--- src/rtl/rot_pkg.sv ---
// Shared definitions for the rotate engine: controller state encoding,
// job error codes, image limits and the 8x8 set-count helpers.
// Intended for reuse by rot_job_ctrl and core_set.
package rot_pkg;

    typedef enum logic [2:0] {
        ST_IDLE   = 3'd0,
        ST_CALC   = 3'd1,
        ST_LAUNCH = 3'd2,
        ST_RUN    = 3'd3,
        ST_FINISH = 3'd4
    } rot_state_t;

    localparam logic [1:0] ERR_NONE    = 2'd0;
    localparam logic [1:0] ERR_BADCFG  = 2'd1;
    localparam logic [1:0] ERR_TIMEOUT = 2'd2;
    localparam logic [1:0] ERR_ABORT   = 2'd3;

    localparam int MAX_H   = 32767;
    localparam int MAX_W   = 16383;
    localparam int SET_DIM = 8;

    // MAX_H / MAX_W bounds are the same test as H[15]==0 and W[15:14]==0.
    function automatic logic cfg_valid(input logic [15:0] h,
                                       input logic [15:0] w,
                                       input logic [2:0]  deg);
        return (h != 16'd0) && (w != 16'd0) &&
               (h <= 16'(MAX_H)) && (w <= 16'(MAX_W)) && (deg <= 3'd3);
    endfunction

    // Number of 8-pixel sets covering a dimension, rounded up.
    function automatic logic [12:0] sets_h(input logic [15:0] dim);
        return 13'(({1'b0, dim} + 17'(SET_DIM - 1)) >> 3);
    endfunction

    function automatic logic [11:0] sets_w(input logic [15:0] dim);
        return 12'(({1'b0, dim} + 17'(SET_DIM - 1)) >> 3);
    endfunction

endpackage

--- src/rtl/rot_set_mul.sv ---
// Sequential shift-add multiplier, 13x12 -> 24 bits.
// The first partial product is taken on the I_GO edge, the remaining
// eleven on the following edges, so O_VALID pulses 12 cycles after I_GO.
// Ports: I_HCLK, I_HRESET_N (async, active-low), I_GO start pulse,
//        I_A/I_B operands, O_P product (stable while O_VALID), O_VALID pulse.
module rot_set_mul (
    input  logic        I_HCLK,
    input  logic        I_HRESET_N,
    input  logic        I_GO,
    input  logic [12:0] I_A,
    input  logic [11:0] I_B,
    output logic [23:0] O_P,
    output logic        O_VALID
);

    logic [23:0] acc;
    logic [23:0] mcand;
    logic [11:0] mplier;
    logic [3:0]  cnt;

    always_ff @(posedge I_HCLK or negedge I_HRESET_N) begin
        if (!I_HRESET_N) begin
            acc     <= 24'd0;
            mcand   <= 24'd0;
            mplier  <= 12'd0;
            cnt     <= 4'd0;
            O_VALID <= 1'b0;
        end else if (I_GO) begin
            acc     <= I_B[0] ? {11'd0, I_A} : 24'd0;
            mcand   <= {10'd0, I_A, 1'b0};
            mplier  <= {1'b0, I_B[11:1]};
            cnt     <= 4'd11;
            O_VALID <= 1'b0;
        end else if (cnt != 4'd0) begin
            if (mplier[0]) begin
                acc <= acc + mcand;
            end
            mcand   <= mcand << 1;
            mplier  <= mplier >> 1;
            cnt     <= cnt - 4'd1;
            O_VALID <= (cnt == 4'd1);
        end else begin
            O_VALID <= 1'b0;
        end
    end

    assign O_P = acc;

endmodule

--- src/rtl/rot_job_ctrl.sv ---
// Job-level sequencer for the rotate engine.
// Validates and latches the job configuration, computes the number of 8x8
// sets, launches the core, counts set completions, supervises DMA stalls
// and reports completion/error through sticky status and interrupt.
// Ports: I_HCLK/I_HRESET_N clock and async active-low reset; I_CFG_* job
//        configuration and start/abort pulses; I_IRQ_CLR; I_CORE_BUSY,
//        I_CORE_SET_DONE, I_DMA_READY from the core side; O_CORE_* launch,
//        abort and latched configuration; O_BUSY, O_DONE, O_ERR, O_IRQ,
//        O_SETS_LEFT status.
//
// state     | meaning
// ----------+-------------------------------------------------------
// ST_IDLE   | no job; waits for a start with a valid configuration
// ST_CALC   | multiplier running hsets*wsets (12 cycles)
// ST_LAUNCH | O_CORE_START high for this one cycle
// ST_RUN    | counting set completions, DMA watchdog active
// ST_FINISH | all sets written, waiting for the core to go idle
module rot_job_ctrl
    import rot_pkg::*;
#(
    parameter int TIMEOUT_W = 16,
    parameter int SETS_W    = 24
) (
    input  logic              I_HCLK,
    input  logic              I_HRESET_N,
    input  logic [15:0]       I_CFG_HEIGHT,
    input  logic [15:0]       I_CFG_WIDTH,
    input  logic              I_CFG_DIRECTION,
    input  logic [2:0]        I_CFG_DEGREES,
    input  logic              I_CFG_START,
    input  logic              I_CFG_ABORT,
    input  logic              I_IRQ_CLR,
    input  logic              I_CORE_BUSY,
    input  logic              I_CORE_SET_DONE,
    input  logic              I_DMA_READY,
    output logic              O_CORE_START,
    output logic [15:0]       O_CORE_HEIGHT,
    output logic [15:0]       O_CORE_WIDTH,
    output logic              O_CORE_DIRECTION,
    output logic [2:0]        O_CORE_DEGREES,
    output logic              O_CORE_ABORT,
    output logic              O_BUSY,
    output logic              O_DONE,
    output logic [1:0]        O_ERR,
    output logic              O_IRQ,
    output logic [SETS_W-1:0] O_SETS_LEFT
);

    // The increment that would land the watchdog on all-ones is the one
    // that fires, i.e. 2^TIMEOUT_W-1 consecutive stalled cycles.
    localparam logic [TIMEOUT_W-1:0] WD_FIRE = {{(TIMEOUT_W-1){1'b1}}, 1'b0};

    rot_state_t           state, state_nxt;
    logic [TIMEOUT_W-1:0] wd, wd_nxt;
    logic                 mul_go, mul_go_nxt;
    logic [23:0]          mul_p;
    logic                 mul_valid;

    logic              core_start_nxt, core_abort_nxt, busy_nxt, done_nxt;
    logic              irq_set, dir_nxt;
    logic [1:0]        err_nxt;
    logic [15:0]       height_nxt, width_nxt;
    logic [2:0]        deg_nxt;
    logic [SETS_W-1:0] sets_nxt;
    logic              last_set;

    rot_set_mul u_mul (
        .I_HCLK     (I_HCLK),
        .I_HRESET_N (I_HRESET_N),
        .I_GO       (mul_go),
        .I_A        (sets_h(O_CORE_HEIGHT)),
        .I_B        (sets_w(O_CORE_WIDTH)),
        .O_P        (mul_p),
        .O_VALID    (mul_valid)
    );

    always_comb begin
        state_nxt      = state;
        wd_nxt         = '0;
        mul_go_nxt     = 1'b0;
        core_start_nxt = 1'b0;
        core_abort_nxt = 1'b0;
        busy_nxt       = O_BUSY;
        done_nxt       = O_DONE;
        err_nxt        = O_ERR;
        irq_set        = 1'b0;
        height_nxt     = O_CORE_HEIGHT;
        width_nxt      = O_CORE_WIDTH;
        dir_nxt        = O_CORE_DIRECTION;
        deg_nxt        = O_CORE_DEGREES;
        sets_nxt       = O_SETS_LEFT;
        last_set       = 1'b0;

        case (state)
            ST_IDLE: begin
                if (I_CFG_START && !I_CFG_ABORT) begin
                    done_nxt   = 1'b0;
                    height_nxt = I_CFG_HEIGHT;
                    width_nxt  = I_CFG_WIDTH;
                    dir_nxt    = I_CFG_DIRECTION;
                    deg_nxt    = I_CFG_DEGREES;
                    if (cfg_valid(I_CFG_HEIGHT, I_CFG_WIDTH, I_CFG_DEGREES)) begin
                        err_nxt    = ERR_NONE;
                        busy_nxt   = 1'b1;
                        mul_go_nxt = 1'b1;
                        state_nxt  = ST_CALC;
                    end else begin
                        err_nxt = ERR_BADCFG;
                        irq_set = 1'b1;
                    end
                end
            end
            ST_CALC: begin
                // A valid seen alongside GO belongs to an earlier, aborted job.
                if (mul_valid && !mul_go) begin
                    sets_nxt       = SETS_W'(mul_p);
                    core_start_nxt = 1'b1;
                    state_nxt      = ST_LAUNCH;
                end
            end
            ST_LAUNCH: begin
                state_nxt = ST_RUN;
            end
            ST_RUN: begin
                if (I_CORE_SET_DONE && O_SETS_LEFT != '0) begin
                    sets_nxt = O_SETS_LEFT - 1'b1;
                    last_set = (O_SETS_LEFT == SETS_W'(1));
                end
                if (last_set) begin
                    state_nxt = ST_FINISH;
                end else if (!I_DMA_READY && wd == WD_FIRE) begin
                    err_nxt        = ERR_TIMEOUT;
                    core_abort_nxt = 1'b1;
                    irq_set        = 1'b1;
                    busy_nxt       = 1'b0;
                    state_nxt      = ST_IDLE;
                end else if (!I_DMA_READY) begin
                    wd_nxt = wd + 1'b1;
                end
            end
            ST_FINISH: begin
                if (!I_CORE_BUSY) begin
                    done_nxt  = 1'b1;
                    irq_set   = 1'b1;
                    busy_nxt  = 1'b0;
                    state_nxt = ST_IDLE;
                end
            end
            default: begin
                state_nxt = ST_IDLE;
                busy_nxt  = 1'b0;
            end
        endcase

        // Abort overrides everything the active states decided this cycle.
        if (state != ST_IDLE && I_CFG_ABORT) begin
            state_nxt      = ST_IDLE;
            wd_nxt         = '0;
            core_start_nxt = 1'b0;
            core_abort_nxt = 1'b1;
            busy_nxt       = 1'b0;
            done_nxt       = 1'b0;
            err_nxt        = ERR_ABORT;
            irq_set        = 1'b1;
            sets_nxt       = '0;
        end
    end

    always_ff @(posedge I_HCLK or negedge I_HRESET_N) begin
        if (!I_HRESET_N) begin
            state            <= ST_IDLE;
            wd               <= '0;
            mul_go           <= 1'b0;
            O_CORE_START     <= 1'b0;
            O_CORE_ABORT     <= 1'b0;
            O_CORE_HEIGHT    <= 16'd0;
            O_CORE_WIDTH     <= 16'd0;
            O_CORE_DIRECTION <= 1'b0;
            O_CORE_DEGREES   <= 3'd0;
            O_BUSY           <= 1'b0;
            O_DONE           <= 1'b0;
            O_ERR            <= ERR_NONE;
            O_IRQ            <= 1'b0;
            O_SETS_LEFT      <= '0;
        end else begin
            state            <= state_nxt;
            wd               <= wd_nxt;
            mul_go           <= mul_go_nxt;
            O_CORE_START     <= core_start_nxt;
            O_CORE_ABORT     <= core_abort_nxt;
            O_CORE_HEIGHT    <= height_nxt;
            O_CORE_WIDTH     <= width_nxt;
            O_CORE_DIRECTION <= dir_nxt;
            O_CORE_DEGREES   <= deg_nxt;
            O_BUSY           <= busy_nxt;
            O_DONE           <= done_nxt;
            O_ERR            <= err_nxt;
            // A set event wins over a simultaneous clear.
            O_IRQ            <= irq_set ? 1'b1 : (I_IRQ_CLR ? 1'b0 : O_IRQ);
            O_SETS_LEFT      <= sets_nxt;
        end
    end

endmodule

--- config.mk ---
export PLATFORM = sky130hd
export DESIGN_NAME = rot_job_ctrl
export DESIGN_NICKNAME = d
export VERILOG_FILES = /design/src/rtl/rot_pkg.sv /design/src/rtl/rot_set_mul.sv /design/src/rtl/rot_job_ctrl.sv
export SDC_FILE = /design/constraint.sdc
export NUM_CORES = 1
export LEC_CHECK = 0
export CORE_ASPECT_RATIO = 1.25
export CORE_MARGIN = 2
export CORE_UTILIZATION = 30
export DETAILED_ROUTE_END_ITERATION = 7
export GPL_TIMING_DRIVEN = 0
export SLEW_MARGIN = 10
export SYNTH_ARGS = -nofsm -noshare
export SYNTH_HDL_FRONTEND = slang
export SYNTH_SLANG_ARGS = --single-unit
--- constraint.sdc ---
create_clock -name I_HCLK -period 2.44 [get_ports I_HCLK]
set_input_delay 0.488 -clock I_HCLK [delete_from_list [all_inputs] [get_ports I_HCLK]]
set_output_delay 0.488 -clock I_HCLK [all_outputs]
set_load 0.01 [all_outputs]
==> reports/qor.txt, run 1 <==
Worst setup EP type - flop
worst hold start - O_ERR[1]$_DFFE_PN0P_
count of final setup violators - 6
crit path DRT - 2.80 ns
total power - 11.2 mW
vias - 7,500
Final Hold Viols - 0
antenna violations before repair - 0
reg2reg end - u_mul.O_P[23]$_DFFE_PN0P_
Finished Layout Cells - 1,422
routed vias/inst - 5.27
Avg Cell Area, Syn - 9.35 um^2
hpwl dp - 17,700 um
top post-synthesis cells by count - 150 x dfrtp_1, 96 x nand2_1, 82 x a21oi_1
setup TNS - -0.471 ns
worst slack, placed - -0.588 ns
grt ovf - 0
Die ar. - 29,800 um^2
Util after Layout - 0.394
Latency at later pin - 0.43 ns
Die X - 155 um
simple-gate share of the synthesized area - 0.181
final-stage net count - 1,128
Power Combinational - 4.59 mW
most numerous cell in the Yosys netlist - dfrtp_1
post-route setup slack - -0.106 ns
top power group - combinational cells
Sw Pwr - 4.27 mW
Top cells excl fill/tap - 145 x dfrtp_1, 109 x clkdlybuf4s50_1, 96 x nand2_1
Final Cell Area - 11,100 um^2
status - finished, violations left
Leakage Power - 4.55 nW
first-pass GRT wire length - 38,900 um
Inst Count DP - 1,379
Slew headroom - 0.366
CTS tree - built
Max FO, Critical Path - 3
failing checks - negative setup slack
Seq share, synth - 0.440
ANT cells - 0
Core ar. - 28,200 um^2
Resize count post-CTS - 25
main flop type - dfrtp_1
CP Class - reg -> reg
Seq power - 3.82 mW
Mux area share - 0.0662
PD cells - 1010 nW/um^2
Mapped Cells - 913
FF-to-FF path depth - 9
DR DRC count - 0
# Cells Yosys - 913
Std-Cell Rows - 69
Net Count, Synth - 987
Hold Path Class - reg -> reg
First DRT Iteration DRCs - 452
layout overhead on the synthesized area - 30.2%
WL/cell - 17.2 um
P_int - 6.97 mW
IO buf count - 110
==> run 1: worst max path at each step <==
stage                               start                            to  slack, ns  cells after the start
6_report       u_mul.mcand[1]$_DFFE_PN0P_     u_mul.O_P[23]$_DFFE_PN0P_      -0.11                      9
5_1_grt          u_mul.O_P[1]$_DFFE_PN0P_     u_mul.O_P[23]$_DFFE_PN0P_      -0.20                      9
4_1_cts        u_mul.mcand[1]$_DFFE_PN0P_     u_mul.O_P[23]$_DFFE_PN0P_      -0.13                      9
3_5_place_dp                  I_CFG_ABORT  O_CORE_WIDTH[11]$_DFFE_PN0P_      -0.59                      6
3_3_place_gp                   I_HRESET_N  O_CORE_WIDTH[14]$_DFFE_PN0P_      -5.36                      1
2_1_floorplan    u_mul.O_P[1]$_DFFE_PN0P_     u_mul.O_P[23]$_DFFE_PN0P_      -0.02                      9
==> run 1: cell type report <==
cell class | count | area (um^2) | share of cell area
Tap cell | 355 | 444 | 0.0400
Buffer | 37 | 165 | 0.0149
Clock inverter | 12 | 176 | 0.0159
Multi-Input combinational cell | 704 | 4800 | 0.431
Timing Repair Buffer | 128 | 1270 | 0.114
Clock buffer | 20 | 447 | 0.0402
Sequential cell | 150 | 3760 | 0.338
Inverter | 16 | 60.1 | 0.00540
==> run 1: registers in the layout, indices dropped and copies added, names as in the netlist, 4 cells and up <==
name	flops
u_mul.mplier	11
O_CORE_WIDTH	16
O_SETS_LEFT	24
u_mul.cnt	4
u_mul.mcand	23
u_mul.O_P	24
O_CORE_HEIGHT	16
wd	16
==> run 1: per-layer routing <==
metal | global-route usage | up-vias | share of wire
li1 | - | 3580 | -
met1 | 0.213 | 3624 | 0.44
met2 | 0.275 | 245 | 0.48
met3 | 0.0258 | 51 | 0.044
met4 | 0.0730 | 0 | 0.028
met5 | 0 | - | 0
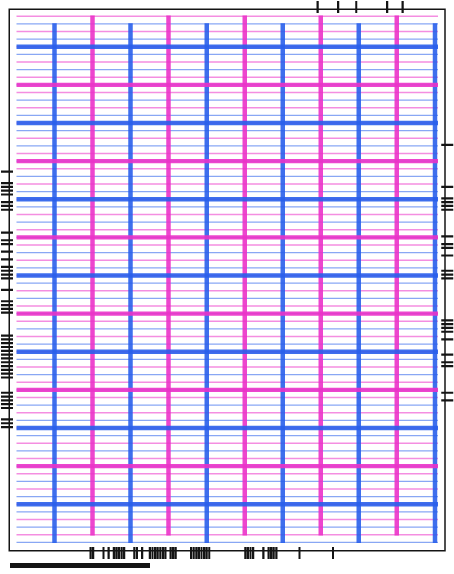
(run_1/pdn.png)
Scale bar: 50 um. Pins as bars on the die edge.
net	color
VDD	magenta
VSS	blue
met1 rails	70
met4 straps	11
rows	69

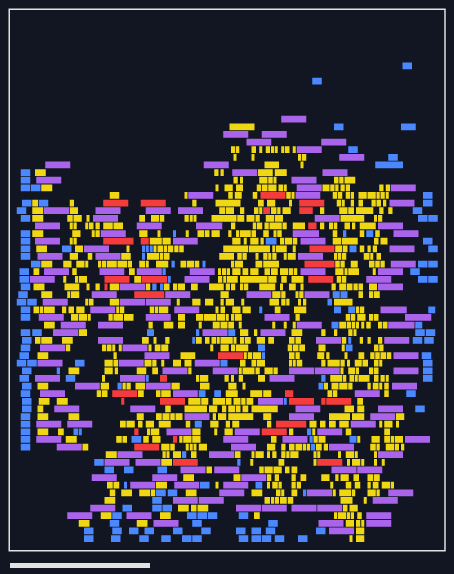
(run_1/cell_classes.png)
Scale bar: 50 um.
class	color	cells
all other logic	yellow	720
clock drivers and dummy loads	red	32
other buffers and delay cells	blue	165
flops	purple	150

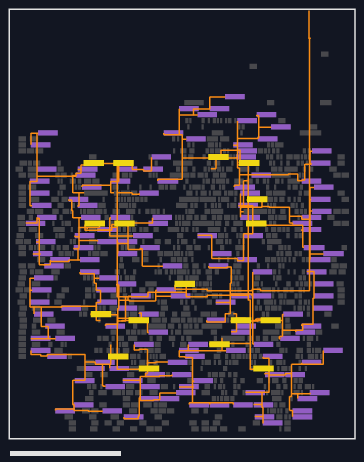
(run_1/clock_map.png)
Scale bar: 50 um.
[cells driving clock nets] yellow | count: 17
[flip-flops] purple | count: 150
[clock wires] orange | length: 2,210 um
routed clock nets	18

==> run_1/final_placement.png <==
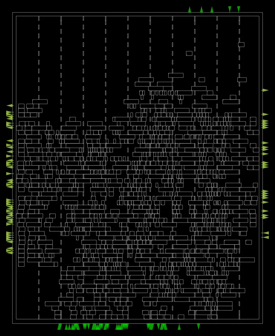

==> inputs of run 2 (changes only) <==
clock period = 2.42 ns   (was 2.44 ns; I/O delays follow)
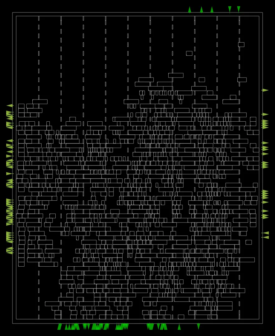
(run_2/final_placement.png)
flop share of the area: 0.336
Core ar.: 28,200 um^2
Util after Layout: 0.396
seq_cells: 150
tap cells: 355

==> reports/qor.txt, run 2 <==
CP Class - reg -> reg
Mapped Cells - 913 (unchanged)
reg2reg end - u_mul.O_P[19]$_DFFE_PN0P_
FF-to-FF path depth - 9 (unchanged)
Seq share, synth - 0.440 (unchanged)
ANT cells - 0 (unchanged)
CTS tree - built
Final Cell Area - 11,200 um^2 (+0.69%)
crit path from - u_mul.mcand[1]$_DFFE_PN0P_
Leakage Power - 4.59 nW (+0.81%)
Hold Path Class - reg -> reg
First DRT Iteration DRCs - 449 (-0.66%)
Sw Pwr - 4.32 mW (+1.2%)
failing checks - negative setup slack
post-route setup slack - -0.197 ns (-0.0906 ns)
Final Hold Viols - 0 (unchanged)
met2 wire len - 11,900 um (+0.70%)
worst slack, placed - -0.604 ns (-0.0160 ns)
top routing layer in use - met4
most numerous cell in the Yosys netlist - dfrtp_1
Critical Path Sink - u_mul.O_P[19]$_DFFE_PN0P_
grt ovf - 0 (unchanged)
Top cells excl fill/tap - 145 x dfrtp_1, 109 x clkdlybuf4s50_1, 96 x nand2_1
first-pass GRT wire length - 39,000 um (+0.23%)
DR DRC count - 0 (unchanged)
Latency at later pin - 0.43 ns (about the same)
status - finished, violations left
vias - 7,498 (-0.027%)
crit path DRT - 2.72 ns (-0.08 ns)
Worst setup EP type - flop
count of final setup violators - 7 (+1)
final-stage net count - 1,131 (+0.27%)
layout overhead on the synthesized area - 31.1%
Net Count, Synth - 987 (unchanged)
Max FO, Critical Path - 3 (unchanged)
Inst Count DP - 1,379 (unchanged)
PD cells - 1010 nW/um^2 (+0.41%)
top post-synthesis cells by count - 150 x dfrtp_1, 96 x nand2_1, 82 x a21oi_1
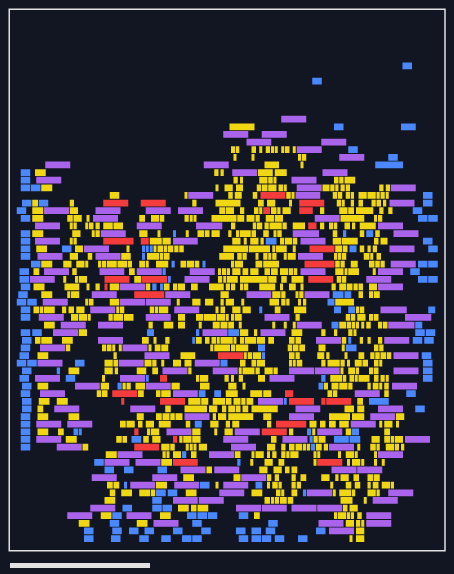
(run_2/cell_classes.png)
Scale bar: 50 um.
class	color	cells
flops	purple	150
all other logic	yellow	720
clock drivers and dummy loads	red	32
other buffers and delay cells	blue	168

-- run 2: cell counts after synthesis --
No cell type changed its count.
-- run 2: timing repair --
item / CTS / global route
pin swaps: 19 / 20
endpoints found under the hold margin: 42 / 0
setup endpoints to repair: 62 / 75
hold buffers: 1 / 0
resized: 28 / 53
buffers inserted: 13 / 5
-- run 2: cells by family (layout without fill, tap and decap cells) --
family	Yosys count	in the layout	synth area share
XOR/XNOR	59	59	0.0605
AND/OR/NAND/NOR	314	314	0.181
buffers and inverters	59	216	0.0281
AND-OR/OR-AND	249	249	0.179
flip-flops	150	150	0.440
adder cells (fa/ha/maj)	30	30	0.0448
multiplexers	52	52	0.0662
-- run 2: power by group through the flow --
stage / logic [mW] / clock network [mW] / registers (mW)
after floorplan: 2.73 / 0 / 3.74
after global placement: 4.10 / 0 / 3.86
after detailed placement: 4.16 / 0 / 3.86
after CTS: 4.38 / 2.90 / 3.80
after global routing: 5.10 / 3.00 / 3.95
final: 4.65 / 2.85 / 3.85
-- run 2: final cells by class --
class                           instances  area [um^2]
Fill cell                            2811        17000
Multi-Input combinational cell        704         4810
Sequential cell                       150         3760
Timing Repair Buffer                  130         1300
Clock buffer                           20          447
Tap cell                              355          444
Buffer                                 38          194
Clock inverter                         12          176
Inverter                               16         60.1
-- run 2: layer usage --
metal	vias up	global-route usage
li1	3591	-
met1	3631	0.213
met2	227	0.275
met3	49	0.0258
met4	0	0.0730
met5	-	0
-- run 2: worst register-to-register path, stage by stage, from the launching register on --
cell      delay [ns]
dfrtp_1         0.40
ha_2            0.20
fa_2            0.37
a21o_1          0.21
a221oi_4        0.40
nor2_4          0.09
a211o_1         0.36
a21oi_2         0.21
xor2_1          0.17
o21ai_1         0.07
Power and IR drop assume default switching activity.
